===== src/rtl/wbq_pkg.sv =====
// Shared types and constants for the write-back queue.
package wbq_pkg;

  localparam int unsigned LINE_OFF = 5;

  typedef enum logic [2:0] {
    IDLE,
    RD_MISS,
    RD_DONE,
    DRAIN,
    DRAIN_DONE
  } wbq_state_e;

endpackage


===== src/rtl/wbq_match.sv =====
// Associative lookup over the circular queue, scanned oldest to youngest from head.
// Offsets are relative to head; the later (younger) match wins.
module wbq_match #(
  parameter int unsigned DEPTH = 4,
  parameter int unsigned TAG_W = 27
) (
  input  logic [DEPTH-1:0]            valid,
  input  logic [DEPTH-1:0][TAG_W-1:0] tags,
  input  logic [$clog2(DEPTH)-1:0]    head,
  input  logic [TAG_W-1:0]            tag,
  input  logic                        excl_head,
  output logic                        hit_c,
  output logic [$clog2(DEPTH)-1:0]    hit_off_c,
  output logic                        co_hit_c,
  output logic [$clog2(DEPTH)-1:0]    co_off_c
);

  localparam int unsigned PTR_W = $clog2(DEPTH);

  always_comb begin
    hit_c     = 1'b0;
    hit_off_c = '0;
    co_hit_c  = 1'b0;
    co_off_c  = '0;
    for (int unsigned k = 0; k < DEPTH; k++) begin
      if (valid[head + PTR_W'(k)] && (tags[head + PTR_W'(k)] == tag)) begin
        hit_c     = 1'b1;
        hit_off_c = PTR_W'(k);
        // The entry being drained is frozen: newer writes must land elsewhere.
        if (!(excl_head && (k == 0))) begin
          co_hit_c = 1'b1;
          co_off_c = PTR_W'(k);
        end
      end
    end
  end

endmodule


===== src/rtl/write_back_queue.sv =====
// Write-back queue between an upstream cache and downstream memory: buffers
// evicted lines, coalesces rewrites, serves reads from the queue, drains in order.
module write_back_queue
  import wbq_pkg::*;
#(
  parameter int unsigned DEPTH    = 4,
  parameter int unsigned LINE_W   = 256,
  parameter int unsigned ADDR_W   = 32,
  parameter int unsigned COALESCE = 1
) (
  input  logic                     clk,
  input  logic                     reset,
  input  logic [ADDR_W-1:0]        address,
  input  logic                     read,
  input  logic                     write,
  input  logic [LINE_W-1:0]        wdata,
  output logic [LINE_W-1:0]        rdata,
  output logic                     resp,
  output logic [ADDR_W-1:0]        pmem_address,
  output logic                     pmem_read,
  output logic                     pmem_write,
  output logic [LINE_W-1:0]        pmem_wdata,
  input  logic [LINE_W-1:0]        pmem_rdata,
  input  logic                     pmem_resp,
  output logic [$clog2(DEPTH):0]   count,
  output logic                     full,
  output logic                     empty
);

  localparam int unsigned PTR_W = $clog2(DEPTH);
  localparam int unsigned CNT_W = PTR_W + 1;
  localparam int unsigned TAG_W = ADDR_W - LINE_OFF;

  wbq_state_e state, state_nx;

  logic [DEPTH-1:0]            valid;
  logic [DEPTH-1:0][TAG_W-1:0] tags;
  logic [LINE_W-1:0]           data [DEPTH];
  logic [PTR_W-1:0]            head, tail;
  logic [CNT_W-1:0]            count_nx;

  logic [TAG_W-1:0] tag;
  logic             rd_req, wr_req;
  logic             drain_start, excl_head;
  logic             miss_start, rd_done, pop;
  logic             rd_hit, co_wr, push;
  logic             hit_c, co_hit_c;
  logic [PTR_W-1:0] hit_off_c, co_off_c;

  assign tag = address[ADDR_W-1:LINE_OFF];

  // A request is still held high during its own resp cycle; ignore it there.
  assign rd_req = read && !resp;
  assign wr_req = write && !resp;

  assign drain_start = (state == IDLE) && !empty && !rd_req;
  assign excl_head   = (state == DRAIN) || drain_start;

  wbq_match #(
    .DEPTH (DEPTH),
    .TAG_W (TAG_W)
  ) u_match (
    .valid     (valid),
    .tags      (tags),
    .head      (head),
    .tag       (tag),
    .excl_head (excl_head),
    .hit_c     (hit_c),
    .hit_off_c (hit_off_c),
    .co_hit_c  (co_hit_c),
    .co_off_c  (co_off_c)
  );

  // Writes use the registered (pre-pop) full flag: no same-cycle bypass.
  assign co_wr  = wr_req && (COALESCE != 0) && co_hit_c;
  assign push   = wr_req && !co_wr && !full;
  assign rd_hit = rd_req && hit_c && (state inside {IDLE, DRAIN, DRAIN_DONE});

  assign count_nx = count + CNT_W'(push) - CNT_W'(pop);

  always_ff @(posedge clk or negedge reset) begin
    if (!reset) state <= IDLE;
    else        state <= state_nx;
  end

  // Next state; misses win over drains, a started drain always completes.
  always_comb begin
    state_nx   = state;
    miss_start = 1'b0;
    rd_done    = 1'b0;
    pop        = 1'b0;
    case (state)
      IDLE: begin
        if (rd_req && !hit_c) begin
          state_nx   = RD_MISS;
          miss_start = 1'b1;
        end else if (drain_start) begin
          state_nx = DRAIN;
        end
      end
      RD_MISS: begin
        if (pmem_resp) begin
          state_nx = RD_DONE;
          rd_done  = 1'b1;
        end
      end
      RD_DONE:    state_nx = IDLE;
      DRAIN: begin
        if (pmem_resp) begin
          state_nx = DRAIN_DONE;
          pop      = 1'b1;
        end
      end
      DRAIN_DONE: state_nx = IDLE;
      default:    state_nx = IDLE;
    endcase
  end

  // Control, pointers, occupancy and the registered bus outputs.
  always_ff @(posedge clk or negedge reset) begin
    if (!reset) begin
      valid        <= '0;
      head         <= '0;
      tail         <= '0;
      count        <= '0;
      full         <= 1'b0;
      empty        <= 1'b1;
      resp         <= 1'b0;
      rdata        <= '0;
      pmem_read    <= 1'b0;
      pmem_write   <= 1'b0;
      pmem_address <= '0;
      pmem_wdata   <= '0;
    end else begin
      resp <= rd_hit || co_wr || push || rd_done;

      if (rd_hit)       rdata <= data[head + hit_off_c];
      else if (rd_done) rdata <= pmem_rdata;

      if (miss_start) begin
        pmem_read    <= 1'b1;
        pmem_address <= address;
      end else if (drain_start) begin
        pmem_write   <= 1'b1;
        pmem_address <= {tags[head], LINE_OFF'(0)};
        pmem_wdata   <= data[head];
      end
      if (rd_done) pmem_read  <= 1'b0;
      if (pop)     pmem_write <= 1'b0;

      if (push) valid[tail] <= 1'b1;
      if (pop)  valid[head] <= 1'b0;
      tail <= tail + PTR_W'(push);
      head <= head + PTR_W'(pop);

      count <= count_nx;
      full  <= (count_nx == CNT_W'(DEPTH));
      empty <= (count_nx == '0);
    end
  end

  // Line storage; only valid bits need reset.
  always_ff @(posedge clk) begin
    if (push) begin
      tags[tail] <= tag;
      data[tail] <= wdata;
    end
    if (co_wr) data[head + co_off_c] <= wdata;
  end

  a_rw_excl: assert property (@(posedge clk) disable iff (!reset) !(read && write));
  a_pmem_excl: assert property (@(posedge clk) disable iff (!reset) !(pmem_read && pmem_write));

endmodule


===== config.mk =====
export PLATFORM = sky130hd
export DESIGN_NAME = write_back_queue
export DESIGN_NICKNAME = d
export VERILOG_FILES = /design/src/rtl/wbq_pkg.sv /design/src/rtl/wbq_match.sv /design/src/rtl/write_back_queue.sv
export SDC_FILE = /design/constraint.sdc
export NUM_CORES = 2
export LEC_CHECK = 0
export ABC_AREA = 1
export CAP_MARGIN = 5
export CORE_AREA = 2 2 427 429
export DETAILED_ROUTE_END_ITERATION = 10
export DIE_AREA = 0 0 429 431
export PLACE_DENSITY = 0.66
export SLEW_MARGIN = 20
export SYNTH_ARGS = -nofsm -noshare
export SYNTH_HDL_FRONTEND = slang
export SYNTH_SLANG_ARGS = --single-unit

===== constraint.sdc =====
create_clock -name clk -period 17.6 [get_ports clk]
set_clock_uncertainty 0.15 [all_clocks]
set_input_delay 4.4 -clock clk [delete_from_list [all_inputs] [get_ports clk]]
set_output_delay 4.4 -clock clk [all_outputs]
set_load 0.05 [all_outputs]

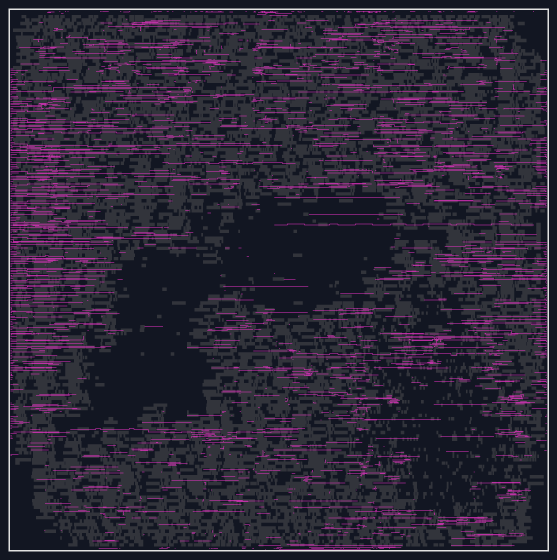
(images/layer_met3.png)
The layer holds 8.5% of the routed length. The layer carries 26.2 mm of wire. The wires run mostly horizontal. The longest straight run is 138 µm. 1160 nets have wire on it.

==> impl_metrics.yaml <==
# physical design summary
yosys:
  logic_family: "simple AND/OR/NAND/NOR gates"
  yosys_cells: 7914
  fa_ha_area_share_pct: 0.1703
  top_cells_by_count: "nand2_1 (2324), nand3_1 (1216), edfxtp_1 (1132)"
  top_cell: "nand2_1"
  compound_area_share_pct: 6.914
  top_area_cell: "edfxtp_1"
  yosysSeqAreaShare_pct: 61.73
  async_reset_ff_share_pct: 33.22
  area_leaders: "edfxtp_1 (44%), dfrtp_1 (18%), nand2_1 (11%)"
  yosys.area.top_type_share_pct: 43.64
  yosys_warnings: 0
  synth_area_um2: 77890
cells_and_area:
  flop_area_um2: 48090
  drive_above_1_share_pct: 4.367
  instances_no_fill: 11350
  regMostFlops: "data"
power:
  power_frac_seq_pct: 30.2
  switching_share_pct: 47.67
  p_total_mw: 19.84
  switchingPower_mw: 9.460
  ir_drop_uv: 153.0
  p_per_area_nw_per_um2: 205.3
clock_network:
  ctsResizeCount: 0
  cts_hold_repair.buffers: 0
  htree_num_levels: 4
  cts_tree: "done"
  cts_root_buf: "clkbuf_16"
global_routing:
  grt_use_met3_pct: 7.136
  top_usage_layer: "met2"
  met1_usage_pct: 40.24
floorplan:
  die_h_um: 431
  die-width_um: 429
timing:
  setup_viol: 0
  setup_slack_ns: 6.845
  finalClockPeriodUsage_pct: 61.11
  rsz0062_at_grt: "false"
run:
  max_cap_viol_count: 0
setup_path:
  r2r-start: "head[0]$_DFF_PN0_"
  cp_max_fo: 95
  r2r-end: "data[1][219]$_DFFE_PP_"
  crit_path_start_kind: "input port"
  worstSetupPathType: "input port to register"
place:
  place_ws_ns: 5.966
  portBuffers: 1100
drt:
  ant_nets: 0
  routed_via_density: 5.809
  drt-wirelength-per-cell_um: 27.07
status:
  status: "finished, final reports clean"
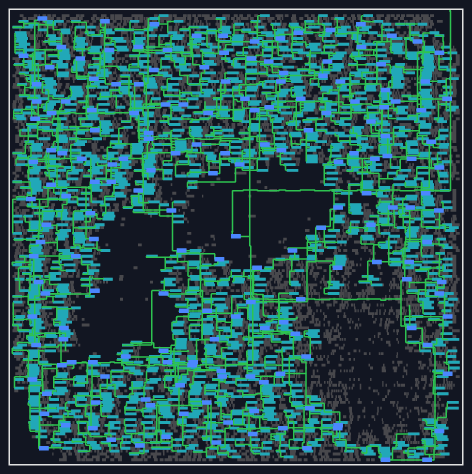
(images/clk_routes.png)
Key: cyan = flip-flops [count 1695]; green = clock wires [length 20.8 mm]; blue = clock drivers [count 181]
Position of the flops: widely spread.
worst skew pair latency: 0.85 ns
Power Clock: 3.85 mW

==> cell type report <==
type / count / area share (%)
sequential: 1695 / 49.76
inverter: 212 / 0.8713
clock buffer: 251 / 5.145
clock inverter: 93 / 1.076
antenna: 68 / 0.1761
tap: 2370 / 3.068
timing repair buffer: 1181 / 12.22
multi-input combinational: 5476 / 27.68
==> critical path, stage by stage <==
cell	delay, ns
clkdlybuf4s50_1	0.91
inv_1	0.21
nand3_1	0.27
nand4_1	0.13
nor2_1	0.11
nand2_1	0.06
nor2_1	0.12
nand2_1	0.22
o21ai_0	0.47
ha_4	0.20
xor2_1	0.22
inv_1	0.10
nand2_1	0.17
nand2_8	0.45
nand3_1	0.24
nand2_1	0.16
nor2_4	0.14
buf_4	0.63
buf_4	0.84
buf_4	0.86
==> power groups by stage <==
stage	Combinational [mW]	Sequential [mW]	Clock (mW)
finish	10.0	5.98	3.85
global placement	9.85	6.01	0
global route	10.6	6.07	4.05
CTS	9.95	5.97	3.89
floorplan	4.35	8.07	0
detailed placement	9.91	6.03	0
==> placed cells by master (no fill, tap or decap), types with 52 or more instances in the layout <==
cell,n
inv_1,199
diode_2,68
mux2i_1,412
dfrtp_1,560
nor2_1,439
o21ai_0,519
clkbuf_1,52
a21oi_1,208
o22ai_1,156
nand4_1,60
o31ai_1,100
edfxtp_1,1132
nand2_1,2323
clkbuf_16,181
clkdlybuf4s50_1,1099
nand3_1,1216
buf_4,66
==> cells by family (layout without fill, tap and decap cells) <==
| kind of cell | after synthesis | in the layout |
|---|---|---|
| adders and majority gates | 10 | 10 |
| and+or+nand+nor | 4061 | 4061 |
| buffers and inverters | 743 | 1737 |
| other | 0 | 68 |
| muxes | 412 | 412 |
| DFF | 1695 | 1695 |
| xor gates and xnor gates | 6 | 6 |
| AOI/OAI and AO/OA | 987 | 987 |
Power is estimated from default activity; no workload was simulated.
